Run 1, clock distribution:
(8 px per um)
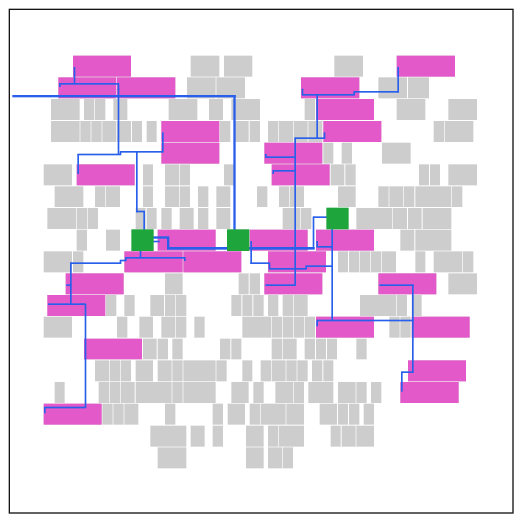
Run 1, clock wiring as the flow saved it:
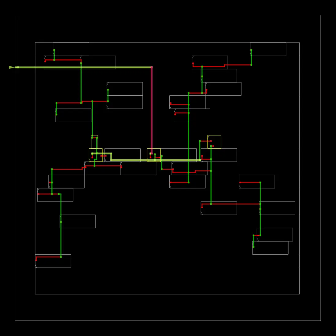
Run 1, gate families picked out:
(4 px per um)
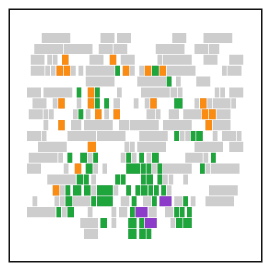
[src/rtl/seg7_scan_ctrl.sv]
// seg7_scan_ctrl: scan and brightness controller for the multiplexed
// 7-segment display on the dice board.
//
// Time-multiplexes NDIG BCD digits onto one shared segment decoder and
// drives one active-high common enable per digit.  Adds PWM brightness,
// leading-zero blanking, blank-while-held and an inactivity timeout.
//
// Ports:
//   clk        system clock
//   rst_n      synchronous active-low reset
//   tick       single-cycle timeout pulse (nominally 32 Hz)
//   digits     BCD digits, [3:0] is the least significant digit
//   activity   pulse, reloads the timeout counter
//   hold       level, blanks all commons while high
//   blank_lz   enables leading-zero suppression
//   brightness on-clocks per slot, 0 = dark
//   seg_digit  BCD value for the decoder (registered)
//   com        one-hot-or-zero common enables, active high (registered)
//   display_on timeout counter non-zero (registered)
module seg7_scan_ctrl #(
  parameter int NDIG   = 2,
  parameter int SLOT_W = 4,
  parameter int TMO_W  = 8
) (
  input  logic                 clk,
  input  logic                 rst_n,
  input  logic                 tick,
  input  logic [4*NDIG-1:0]    digits,
  input  logic                 activity,
  input  logic                 hold,
  input  logic                 blank_lz,
  input  logic [SLOT_W-1:0]    brightness,
  output logic [3:0]           seg_digit,
  output logic [NDIG-1:0]      com,
  output logic                 display_on
);

  localparam int IDX_W = (NDIG > 2) ? 2 : 1;
  localparam logic [IDX_W-1:0] LAST = IDX_W'(NDIG - 1);

  logic [SLOT_W-1:0] slot_cnt;
  logic [IDX_W-1:0]  idx;
  logic [4*NDIG-1:0] snap;
  logic [TMO_W-1:0]  tmo;

  logic              slot_end;
  logic              frame_end;
  logic              lz;
  logic              com_en;
  logic [3:0]        cur_digit;
  logic [NDIG-1:0]   com_nxt;
  logic [TMO_W-1:0]  tmo_nxt;
  int unsigned       idx_u;

  always_comb begin
    slot_end  = &slot_cnt;
    frame_end = slot_end && (idx == LAST);
    idx_u     = 32'(idx);
  end

  // Digit select and leading-zero test both work on the frame snapshot,
  // so blanking never flickers when the live digits change mid-frame.
  always_comb begin
    cur_digit = '0;
    lz        = blank_lz && (idx != '0);
    for (int unsigned i = 0; i < NDIG; i++) begin
      if (i == idx_u)
        cur_digit = snap[4*i +: 4];
      if (i >= idx_u && snap[4*i +: 4] != 4'd0)
        lz = 1'b0;
    end
  end

  always_comb begin
    com_en = (slot_cnt < brightness) && display_on && !hold && !lz;
    for (int unsigned i = 0; i < NDIG; i++)
      com_nxt[i] = com_en && (i == idx_u);
  end

  // Activity wins over a simultaneous tick; the counter saturates at zero.
  always_comb begin
    tmo_nxt = tmo;
    if (activity)
      tmo_nxt = '1;
    else if (tick && tmo != '0)
      tmo_nxt = tmo - TMO_W'(1);
  end

  always_ff @(posedge clk) begin
    if (!rst_n) begin
      slot_cnt   <= '0;
      idx        <= '0;
      snap       <= '0;
      tmo        <= '0;
      seg_digit  <= '0;
      com        <= '0;
      display_on <= 1'b0;
    end else begin
      slot_cnt <= slot_cnt + SLOT_W'(1);
      if (slot_end)
        idx <= (idx == LAST) ? '0 : idx + IDX_W'(1);
      if (frame_end)
        snap <= digits;
      tmo        <= tmo_nxt;
      display_on <= (tmo_nxt != '0);
      seg_digit  <= cur_digit;
      com        <= com_nxt;
    end
  end

endmodule

[config.mk]
export PLATFORM = sky130hd
export DESIGN_NAME = seg7_scan_ctrl
export DESIGN_NICKNAME = d
export VERILOG_FILES = /design/src/rtl/seg7_scan_ctrl.sv
export SDC_FILE = /design/constraint.sdc
export NUM_CORES = 1
export LEC_CHECK = 0
export ABC_AREA = 1
export CAP_MARGIN = 20
export CORE_MARGIN = 4
export CORE_UTILIZATION = 45
export CTS_BUF_LIST = sky130_fd_sc_hd__clkbuf_4
export DETAILED_ROUTE_END_ITERATION = 7
export HOLD_SLACK_MARGIN = 0.1
export PLACE_DENSITY_LB_ADDON = 0.05
export SLEW_MARGIN = 25
export SYNTH_ARGS = -nofsm -noshare
export SYNTH_HDL_FRONTEND = slang
export SYNTH_SLANG_ARGS = --single-unit
export TNS_END_PERCENT = 30
[constraint.sdc]
create_clock -name clk -period 2.3 [get_ports clk]
set_clock_uncertainty 0.05 [all_clocks]
set_input_delay 0.575 -clock clk [delete_from_list [all_inputs] [get_ports clk]]
set_output_delay 0.575 -clock clk [all_outputs]
set_load 0.01 [all_outputs]
==> results.tsv, run 1 <==
stage	metric	value	unit
run_status	status	finished, final reports clean	
layout	number of diodes	0	
synth	YS chip area	0.00135	mm^2
placed_design	hpwl dp	2.11	mm
critical_path	Worst Setup End Kind	primary output	
layout	fin nets	246	
die	Site Rows	19	
power_and_ir_drop	P_int	0.000643	W
final_timing	Final Cycle Share	0.808	
power_and_ir_drop	PD cells	534	mW/mm^2
synth	Commonest cells post-synth	nand2_1, nor2_1, dfxtp_1	
power_and_ir_drop	Comb pwr share	0.184	
layout	# fillers	269	
critical_path	crit path capture	display_on	
drt	number of remaining DRC errors	0	
synth	Top cells by area	dfxtp_1, nand2_1, nor2_1	
power_and_ir_drop	Peak VDD IR	438	uV
final_timing	FMAX	538	MHz
final_timing	Worst-Margin Slew	0.339	ns
drt	drt initial violations	79	
clocking	Clock Tree Root	clkbuf_4	
synth	Synth logic family	simple AND/OR/NAND/NOR gates	
clocking	post-CTS setup buffers	0	
clocking	TritonCTS clock tree	done	
final_timing	Period minus WS final	1.86	ns
final_timing	final setup violation count	0	
die	FP Core Util	0.481	
critical_path	worst reg2reg path depth	11	
synth	Basic Gates by Area	0.345	
power_and_ir_drop	Sw Ratio	0.273	
die	Top Ports	25	
synth	sequential area share after synthesis	0.415	
power_and_ir_drop	Clock power frac	0.224	
synth	syn nets	218	
critical_path	CP Class	register to primary output	
drt	DRT Wirelength	2.75	mm
flow_run	tool warnings	27	
synth	Dominant flop cell	dfxtp_1	
clocking	clk slew on worst S/H paths	0.15	ns
critical_path	Crit. Startpoint	display_on$_SDFF_PN0_	
final_timing	RSZ-0062 raised after global routing	false	
grt	largest net degree at the start of global routing	24	
worst_hold_path	path category of the worst min-delay check	register to register	
drt	drt first pass iters	4	
critical_path	CP max-delay cell	clkdlybuf4s50_1	
final_timing	Final Max Slew Viols	0	
drt	vias per cell	4.88	
synth	most frequent cell after synthesis	nand2_1	
final_timing	Final Hold Vio Count	0	
synth	mapped cell area	0.00135	mm^2
critical_path	crit-path leading delay family	buffers and inverters	
layout	area grow syn2layout	22.6	%
synth	mean area per synthesized cell	6.96	um^2
synth	xor/xnor share	0.0195	
clocking	post-CTS resize count	0	
layout	layout cell share with drive strength beyond 1	0.0814	
critical_path	worst-path cell chain	clkdlybuf4s50_1	
grt	vias in the first global route	1147	
drt	via count	1229	
critical_path	Critical Path Start Type	register	
die	Core ar.	0.00281	mm^2
grt	first-pass GRT wire length	4.91	mm
clocking	CTS Hold Buffers Added	0	
die	die area	0.00394	mm^2
placed_design	dpl ws	0.208	ns
critical_path	Worst Path Arrival	1.23	ns
critical_path	CP Buf/Inv Count	1	
power_and_ir_drop	Sw Pwr	0.000241	W
placed_design	RePlAce Congestion	0.837	
synth	mux frac, synth	0	
grt	global route overflow	0	
final_timing	Fin Setup TNS	0	ns
final_timing	max_slew headroom	0.774	
critical_path	worst stage delay on the critical path	0.54	ns
grt	antenna violations before repair	0	
synth	Syn Inst Count	194	
synth	adder and majority cell fraction of the synthesized area	0.0556	
flow_run	maxcap violations	0	
synth	Post-synth EDFFs	0	
synth	Post-synth regs	28	
clocking	Max Buffers Root-to-Sink	2	
grt	Total GRT Usage	0.151	
worst_hold_path	Hold Path Stages	2	
power_and_ir_drop	Flop pwr share	0.592	
final_timing	WHS	0.428	ns
critical_path	critical path depth in cells	1	
critical_path	Max FO, Critical Path	2	
placed_design	Port Buffers	24	
synth	asr flop ratio synth	0	
critical_path	reg2reg setup slack	0.63	ns
power_and_ir_drop	Leak	0.786	nW
synth	Top cell area share	0.415	
critical_path	R2R Path Start	tmo[0]$_SDFF_PN0_	
synth	post-synthesis compound-gate area fraction	0.0788	
drt	antenna-violating nets left	0	
clocking	H-Tree Depth	1	
drt	drt wl/cell	10.9	um
synth	YS warnings	0	
final_timing	fin worst setup slack	0.441	ns
synth	Synth area leader	dfxtp_1	
die	Die Y	62.8	um
die	Die Width	62.8	um
critical_path	crit path DRT	1.67	ns
critical_path	Critical R2R Capture	display_on$_SDFF_PN0_	
synth	yosys cell count	194	
synth	library cells used by synthesis	20	
## Picture notes: 'clock distribution'
[magenta] flip-flops | count: 28
[green] clock drivers | count: 3
[blue] clock wires | length: 289 um
routed clock nets	4

## Picture notes: 'clock wiring as the flow saved it'
Latency at later pin: 0.32 ns
CTS Buf Count: 3
CLK BUF: 3
CTS sink cnt: 28

## Picture notes: 'gate families picked out'
colour	family	cells	most used
purple	xor and xnor cells	3	xnor2_1
orange	aoi and oai cells	21	o21ai_0
green	nand cells	62	nand2_1

==> run 1: logic make-up (layout without fill, tap and decap cells) <==
| kind of cell | after synthesis | in the layout |
|---|---|---|
| xor gates and xnor gates | 3 | 3 |
| adders and majority gates | 6 | 6 |
| AOI/OAI and AO/OA | 21 | 21 |
| DFF | 28 | 28 |
| and+or+nand+nor | 105 | 105 |
| buffers and inverters | 31 | 58 |
==> run 1: routing by layer <==
layer	vias to the layer above	global-route usage	wire length, um
met5	-	0	0
met4	0	0.0331	17
met3	2	0.0486	132
met2	19	0.233	1200
li1	665	-	-
met1	543	0.206	1400
==> run 1: cell type report <==
class	count	area, um^2	share of cell area
clock buffers	3	22.5	0.0136
multi-input cells	135	673	0.407
clock inverters	1	3.75	0.00227
inverters	29	109	0.0658
repair buffers	25	248	0.150
well taps	31	38.8	0.0234
flip-flops and latches	28	561	0.339
==> run 1: how the worst min path moves through the flow <==
stage / start / endpoint / slack, ns
global route: snap[0]$_SDFFE_PN0P_ / seg_digit[0]$_SDFF_PN0_ / 0.46
detailed placement: slot_cnt[0]$_SDFF_PN0_ / slot_cnt[0]$_SDFF_PN0_ / 0.41
finish: snap[1]$_SDFFE_PN0P_ / seg_digit[1]$_SDFF_PN0_ / 0.43
floorplan: slot_cnt[0]$_SDFF_PN0_ / slot_cnt[0]$_SDFF_PN0_ / 0.38
global placement: slot_cnt[0]$_SDFF_PN0_ / slot_cnt[0]$_SDFF_PN0_ / 0.39
CTS: snap[1]$_SDFFE_PN0P_ / seg_digit[1]$_SDFF_PN0_ / 0.43
==> run 1: placed cells by master (no fill, tap or decap), drive strengths merged, types with 2 or more instances in the layout <==
cell type	synthesis	routed
xnor2	2	2
nand3	15	15
dfxtp	28	28
nand2	43	43
ha	6	6
nor2	41	41
o21ai	15	15
nor3	2	2
a21oi	5	5
clkbuf	2	3
nand4	4	4
inv	29	29
clkdlybuf4s50	0	24
==> run 1: power groups by stage <==
stage                     logic (W)  clock network (W)  registers, W
after floorplan            0.000107                  0      0.000530
after global placement     0.000159                  0      0.000534
after detailed placement   0.000162                  0      0.000535
after CTS                  0.000163           0.000206      0.000524
after global routing       0.000187           0.000225      0.000527
final                      0.000163           0.000198      0.000524
==> run 1: flip-flops by register name, indices dropped and copies added, names as in the netlist <==
name	cells
seg_digit	4
display_on	1
slot_cnt	4
idx	1
snap	8
tmo	8
com	2
==> run 1: per-stage QoR <==
step / cell area, um^2 / util / std cells / power (W)
finish: 1660 / 0.590 / 252 / 0.000885
global route: 1660 / 0.590 / 252 / 0.000939
CTS: 1660 / 0.590 / 252 / 0.000893
detailed placement: 1630 / 0.581 / 248 / 0.000697
global placement: 1630 / 0.581 / 248 / 0.000694
floorplan: 1350 / - / 194 / 0.000636
==> run 2: changes to the inputs <==
Clock period 2.3 ns to 1.5 ns, I/O delays scaled along.
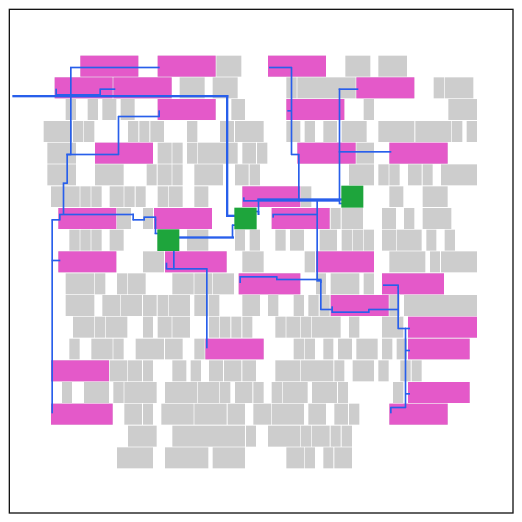
Run 2: clock distribution
(8 px per um)
[magenta] flip-flops | count: 28
[green] clock drivers | count: 3
[blue] clock wires | length: 312 um
routed clock nets	4

==> run 2 against run 1 <==
Net effect:
- the flow now finishes with violations (negative setup slack)
- die area did not move
- non-clock buffer count up 16
- sequential cell count unchanged
- first-iteration DRC count down 66%
- global-route usage rose by 1.3 points
- combinational power increased by 110%
- synthesized area is the same
- worst setup slack got worse by 0.46 ns
- utilization is 8.8 points higher
- hold slack got worse by 0.030 ns
- critical endpoint is now display_on$_SDFF_PN0_
- largest power group unchanged
- highest routed layer unchanged
==> results.tsv, run 2 <==
stage	metric	value	unit	change
run_status	status	complete, but fails checks		
run_status	failing checks	negative setup slack		
synth	YS chip area	0.00135	mm^2	unchanged
clocking	H-Tree Depth	1		unchanged
final_timing	max_slew headroom	0.795		+0.0212
grt	antenna violations before repair	0		unchanged
synth	mean area per synthesized cell	6.96	um^2	unchanged
critical_path	CP Class	register to register		
layout	Gate Area	773	um^2	+15%
synth	syn nets	218		unchanged
drt	DRT Wirelength	3.12	mm	+13%
synth	Synth area leader	dfxtp_1		
critical_path	Critical Path Start Type	register		
flow_run	tool warnings	29		+7.4%
synth	Top cells by area	dfxtp_1, nand2_1, nor2_1		
critical_path	Max FO, Critical Path	5		+3
critical_path	R2R Path Start	tmo[1]$_SDFF_PN0_		
drt	antenna-violating nets left	0		unchanged
synth	most frequent cell after synthesis	nand2_1		
drt	number of remaining DRC errors	0		unchanged
critical_path	Worst Path Arrival	1.70	ns	+0.47 ns
final_timing	Final Cycle Share	1.01		
die	FP Core Util	0.481		unchanged
die	Core ar.	0.00281	mm^2	unchanged
synth	mapped cell area	0.00135	mm^2	unchanged
layout	layout cell share with drive strength beyond 1	0.266		+0.184
critical_path	crit path capture	display_on$_SDFF_PN0_		
critical_path	worst reg2reg path depth	12		+1
placed_design	hpwl dp	2.36	mm	+12%
die	die area	0.00394	mm^2	unchanged
power_and_ir_drop	Peak VDD IR	655	uV	+49%
die	Top Ports	25		unchanged
layout	largest registers	snap (8), tmo (8)		
power_and_ir_drop	Clock power frac	0.210		-0.014
power_and_ir_drop	Sw Ratio	0.282		+0.00922
synth	Post-synth EDFFs	0		unchanged
worst_hold_path	path category of the worst min-delay check	register to register		
critical_path	Crit. Startpoint	tmo[1]$_SDFF_PN0_		
synth	library cells used by synthesis	20		unchanged
synth	Commonest cells post-synth	nand2_1, nor2_1, dfxtp_1		
layout	Commonest Layout Cell	nand2_1		
grt	Total GRT Usage	0.164		+0.0128
grt	vias in the first global route	1258		+9.7%
flow_run	maxcap violations	0		unchanged
grt	largest net degree at the start of global routing	16		-33%
final_timing	Period minus WS final	1.52	ns	
power_and_ir_drop	Sw Pwr	0.000415	W	+72%
drt	drt first pass iters	4		unchanged
synth	Top cell area share	0.415		unchanged
critical_path	Critical R2R Capture	display_on$_SDFF_PN0_		
final_timing	RSZ-0062 raised after global routing	true		
power_and_ir_drop	Comb pwr share	0.238		+0.054
final_timing	Final Hold Vio Count	0		unchanged
layout	fin nets	262		+6.5%
drt	drt initial violations	27		-66%
power_and_ir_drop	P_int	0.00106	W	+64%
synth	Syn Inst Count	194		unchanged
clocking	CTS Buf Count	3		unchanged
placed_design	dpl ws	-0.413	ns	-0.621 ns
layout	area grow syn2layout	40.9	%	
die	Die Width	62.8	um	unchanged
critical_path	reg2reg setup slack	-0.02	ns	-0.65 ns
power_and_ir_drop	PD cells	773	mW/mm^2	+45%
power_and_ir_drop	Flop pwr share	0.552		-0.040
synth	Post-synth regs	28		unchanged
layout	# fillers	256		-4.8%
die	Die Y	62.8	um	unchanged
clocking	Max Buffers Root-to-Sink	2		unchanged
drt	vias per cell	4.99		+2.3%
clocking	clk slew on worst S/H paths	0.14	ns	about the same
synth	yosys cell count	194		unchanged
placed_design	Port Buffers	24		unchanged
synth	sequential area share after synthesis	0.415		unchanged
clocking	CTS sink cnt	28		unchanged
grt	GRT busiest layer	met2		
final_timing	fin worst setup slack	-0.0174	ns	-0.459 ns
synth	asr flop ratio synth	0		unchanged
critical_path	Worst Setup End Kind	register		
layout	number of diodes	0		unchanged
grt	global routing usage on met1	0.202		-0.00354
die	Site Rows	19		unchanged
grt	GRT met3 Usage	0.0522		+0.00360
clocking	Latency at later pin	0.32	ns	about the same
drt	via count	1337		+8.8%
placed_design	Area after DPL	0.00175	mm^2	+7.2%
drt	drt wl/cell	11.6	um	+6.6%
final_timing	Fin Setup TNS	-0.0174	ns	-0.0174 ns
critical_path	crit path DRT	1.68	ns	about the same
power_and_ir_drop	Leak	0.935	nW	+19%
final_timing	Final Max Slew Viols	0		unchanged
placed_design	RePlAce Congestion	0.794		-5.1%
grt	met2 Use GR	0.280		+0.0466
final_timing	final setup violation count	1		+1
synth	YS warnings	0		unchanged
layout	Top cells excl fill/tap	nand2_1, nor2_1, inv_1, dfxtp_1, buf_4		
final_timing	FMAX	659	MHz	
final_timing	Worst-Margin Slew	0.307	ns	-0.0318 ns
clocking	Clock Tree Root	clkbuf_4		
layout	FF+latch area	572	um^2	+2.0%
layout	Finished Cell Area	0.00190	mm^2	+15%
clocking	CTS Hold Buffers Added	0		unchanged
clocking	TritonCTS clock tree	done		
synth	Dominant flop cell	dfxtp_1		
grt	global route overflow	0		unchanged
grt	first-pass GRT wire length	5.30	mm	+7.9%
[run 2: netlist changes by cell type in the layout (fill, tap and decap cells not counted), moves of 5 or more]
cell	change
buf_4	+14
clkdlybuf4s50_1	-10
dfxtp_1	-7
dlygate4sd2_1	+7
dfxtp_2	+6
nand2_1	-6
nand2_2	+5
[run 2: layout make-up]
cell class | instances | area share
Timing Repair Buffer | 41 | 0.201
Clock buffer | 3 | 0.0118
Multi-Input combinational cell | 135 | 0.407
Sequential cell | 28 | 0.301
Clock inverter | 1 | 0.00197
Tap cell | 31 | 0.0204
Inverter | 29 | 0.0572
[run 2: through the flow]
| stage | power (W) | util | hold WS [ns] | instances |
|---|---|---|---|---|
| 5_1_grt | 0.00158 | 0.678 | 0.408 | 268 |
| 2_1_floorplan | 0.000976 | - | 0.380 | 194 |
| 6_report | 0.00147 | 0.678 | 0.398 | 268 |
| 3_3_place_gp | 0.00111 | 0.623 | 0.397 | 262 |
| 4_1_cts | 0.00142 | 0.630 | 0.437 | 266 |
| 3_5_place_dp | 0.00112 | 0.623 | 0.407 | 262 |
[run 2: kinds of logic after synthesis]
logic type / after synthesis / share of synthesized area
simple gates: 105 / 0.345
buf+inv: 31 / 0.0862
flops: 28 / 0.415
compound gates: 21 / 0.0788
fa+ha+maj: 6 / 0.0556
xor+xnor: 3 / 0.0195
[run 2: worst min-delay path by stage]
stage / startpoint / end / slack [ns] / cells past startpoint
after CTS: snap[1]$_SDFFE_PN0P_ / seg_digit[1]$_SDFF_PN0_ / 0.44 / 2
after global placement: slot_cnt[0]$_SDFF_PN0_ / slot_cnt[0]$_SDFF_PN0_ / 0.40 / 1
final: slot_cnt[0]$_SDFF_PN0_ / slot_cnt[0]$_SDFF_PN0_ / 0.40 / 1
after detailed placement: slot_cnt[0]$_SDFF_PN0_ / slot_cnt[0]$_SDFF_PN0_ / 0.41 / 1
after global routing: slot_cnt[0]$_SDFF_PN0_ / slot_cnt[0]$_SDFF_PN0_ / 0.41 / 1
after floorplan: slot_cnt[0]$_SDFF_PN0_ / slot_cnt[0]$_SDFF_PN0_ / 0.38 / 1
[run 2: timing repair]
item / 4_1_cts / 5_1_grt
resized: 10 / 39
buffers inserted: 0 / 2
pin swaps: 2 / 23
setup endpoints to repair: 11 / 17
[run 2: power groups by stage]
stage          Clock (W)  Sequential [W]  Combinational (W)
4_1_cts         0.000322        0.000802           0.000301
6_report        0.000308        0.000812           0.000350
3_5_place_dp           0        0.000818           0.000300
2_1_floorplan          0        0.000812           0.000164
5_1_grt         0.000363        0.000818           0.000395
3_3_place_gp           0        0.000817           0.000289
[run 2: layer usage]
layer / vias up / wire length (um)
met5: - / 0
met1: 603 / 1400
met2: 36 / 1530
met3: 6 / 153
met4: 0 / 37
li1: 692 / -
[run 2: worst max-delay path, stage by stage (launching register included)]
cell	delay [ns]
dfxtp_2	0.37
inv_2	0.05
ha_4	0.16
nand2_4	0.07
nor2_4	0.04
nand2_4	0.09
nand2_4	0.08
nand2_2	0.08
nand3_2	0.07
nor2_1	0.11
nand3_1	0.10
nor2_1	0.11
nor2_1	0.04
Run 2, clock wiring as the flow saved it:
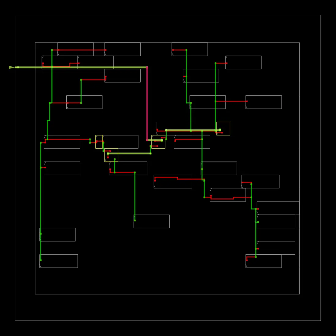

==> run 3: changes to the inputs <==
Settings changed: PLACE_DENSITY set to 0.73, PLACE_DENSITY_LB_ADDON 0.05 to unset.
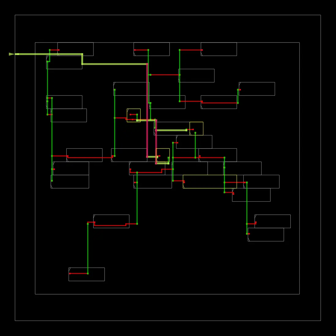
Run 3: clock wiring as the flow saved it
flop count: 28
clk pwr: 0.000488 W

==> run 3 against run 2 <==
Net effect:
- largest power group unchanged
- fmax shrank 4.6%
- register-to-register slack worse by 0.07 ns
- synthesized area unchanged
- critical endpoint unchanged
- the flow still finishes with violations (negative setup slack)
- utilization decreased by 2.0 points
- global-route usage shrank 0.57 points
==> results.tsv, run 3 <==
stage	metric	value	unit	change
drt	via count	1291		-3.4%
synth	adder and majority cell fraction of the synthesized area	0.0556		unchanged
clocking	Latency at later pin	0.33	ns	about the same
die	Die Width	62.8	um	unchanged
synth	Synth area leader	dfxtp_1		
layout	Non-Filler Instances	267		-0.37%
placed_design	placed cell count	263		+0.38%
critical_path	CP Class	register to register		
run_status	status	complete, but fails checks		
clocking	CTS Buf Count	3		unchanged
power_and_ir_drop	Peak VDD IR	573	uV	-12%
critical_path	Worst Path Arrival	1.77	ns	+0.07 ns
clocking	Clock Tree Root	clkbuf_4		
synth	Top cells by area	dfxtp_1, nand2_1, nor2_1		
grt	vias in the first global route	1214		-3.5%
grt	antenna violations before repair	0		unchanged
synth	Syn Inst Count	194		unchanged
grt	Total GRT Usage	0.158		-0.00573
drt	drt initial violations	44		+63%
final_timing	Fin Setup TNS	-0.111	ns	-0.0939 ns
clocking	CTS Hold Buffers Added	0		unchanged
clocking	post-CTS setup buffers	0		unchanged
critical_path	Crit. Startpoint	tmo[0]$_SDFF_PN0_		
drt	DRT Wirelength	3.01	mm	-3.5%
worst_hold_path	path category of the worst min-delay check	register to register		
synth	xor/xnor share	0.0195		unchanged
synth	Post-synth EDFFs	0		unchanged
layout	fin nets	261		-0.38%
final_timing	final setup violation count	2		+1
layout	Top cells excl fill/tap	nand2_1, nor2_1, inv_1, dfxtp_1, clkdlybuf4s50_1		
layout	area grow syn2layout	36.7	%	
clocking	CTS sink cnt	28		unchanged
drt	antenna-violating nets left	0		unchanged
drt	drt first pass iters	4		unchanged
synth	sequential area share after synthesis	0.415		unchanged
worst_hold_path	hold wc startpoint	slot_cnt[0]$_SDFF_PN0_		
run_status	failing checks	negative setup slack		
synth	most frequent cell after synthesis	nand2_1		
critical_path	R2R Path Start	tmo[0]$_SDFF_PN0_		
clocking	H-Tree Depth	1		unchanged
synth	mux frac, synth	0		unchanged
placed_design	hpwl dp	2.32	mm	-1.8%
critical_path	Max FO, Critical Path	5		unchanged
drt	drt wl/cell	11.3	um	-3.2%
synth	Post-synth regs	28		unchanged
layout	Core Util, Final	0.658		-0.0201
final_timing	Final Hold Vio Count	0		unchanged
die	Die Y	62.8	um	unchanged
clocking	TritonCTS clock tree	done		
grt	largest net degree at the start of global routing	17		+1
die	FP Core Util	0.481		unchanged
placed_design	Port Buffers	24		unchanged
final_timing	Period minus WS final	1.59	ns	+0.0735 ns
layout	number of diodes	0		unchanged
final_timing	fin worst setup slack	-0.0909	ns	-0.0735 ns
power_and_ir_drop	Tot Pwr	0.00161	W	+9.6%
flow_run	maxcap violations	0		unchanged
synth	library cells used by synthesis	20		unchanged
synth	post-synthesis compound-gate area fraction	0.0788		unchanged
synth	Synth logic family	simple AND/OR/NAND/NOR gates		
[run 3: cell counts after synthesis]
Identical to the previous run, type by type.
[run 3: final timing paths]
path	end	slack [ns]	depth (start not counted)
setup / recovery	display_on$_SDFF_PN0_	-0.09	11
hold / removal	slot_cnt[0]$_SDFF_PN0_	0.40	1
setup reg to reg	display_on$_SDFF_PN0_	-0.09	11
hold reg to reg	slot_cnt[0]$_SDFF_PN0_	0.40	1
[run 3: stage by stage]
step / setup slack, ns / hold WS [ns] / instance area (um^2)
CTS: -0.0730 / 0.432 / 1790
detailed placement: -0.402 / 0.408 / 1740
global route: -0.216 / 0.418 / 1850
global placement: -0.339 / 0.393 / 1740
floorplan: 0.0246 / 0.380 / 1350
finish: -0.0909 / 0.399 / 1850
[run 3: cell families (layout without fill, tap and decap cells)]
family	Yosys count	after routing
AND/OR/NAND/NOR	105	105
AND-OR/OR-AND	21	21
adder cells (fa/ha/maj)	6	6
XOR/XNOR	3	3
flip-flops	28	28
buffers and inverters	31	73
[run 3: cell type report]
class / count / share of cell area
Multi-Input combinational cell: 135 / 0.394
Sequential cell: 28 / 0.307
Timing Repair Buffer: 40 / 0.191
Inverter: 29 / 0.0590
Tap cell: 31 / 0.0210
Clock inverter: 1 / 0.0163
Clock buffer: 3 / 0.0122
[run 3: worst max-delay path, cell delays in order, from the launching register on]
cell,delay (ns)
dfxtp_2,0.35
inv_2,0.09
ha_4,0.15
nand2_1,0.06
nor2_2,0.15
nand2_4,0.09
nand3_1,0.11
nand3_2,0.09
nor2_1,0.10
nand3_1,0.10
nor2_1,0.13
nor2_1,0.04
[run 3: report_power, final]
group | switching, W | internal (W) | total (W)
registers | 0.0000317 | 0.000775 | 0.000807
logic | 0.000156 | 0.000160 | 0.000316
clock network | 0.000218 | 0.000270 | 0.000488
[run 3: timing repair]
action                     in CTS  in global routing
setup endpoints to repair       9                 14
gates resized                  11                 18
pin swaps                       0                  9
[run 3: routing by layer]
layer | routed length (um) | vias to the layer above | global-route usage
li1 | - | 690 | -
met1 | 1350 | 571 | 0.199
met2 | 1490 | 25 | 0.261
met3 | 135 | 5 | 0.0414
met4 | 27 | 0 | 0.0551
met5 | 0 | - | 0
Power and IR drop assume default switching activity.
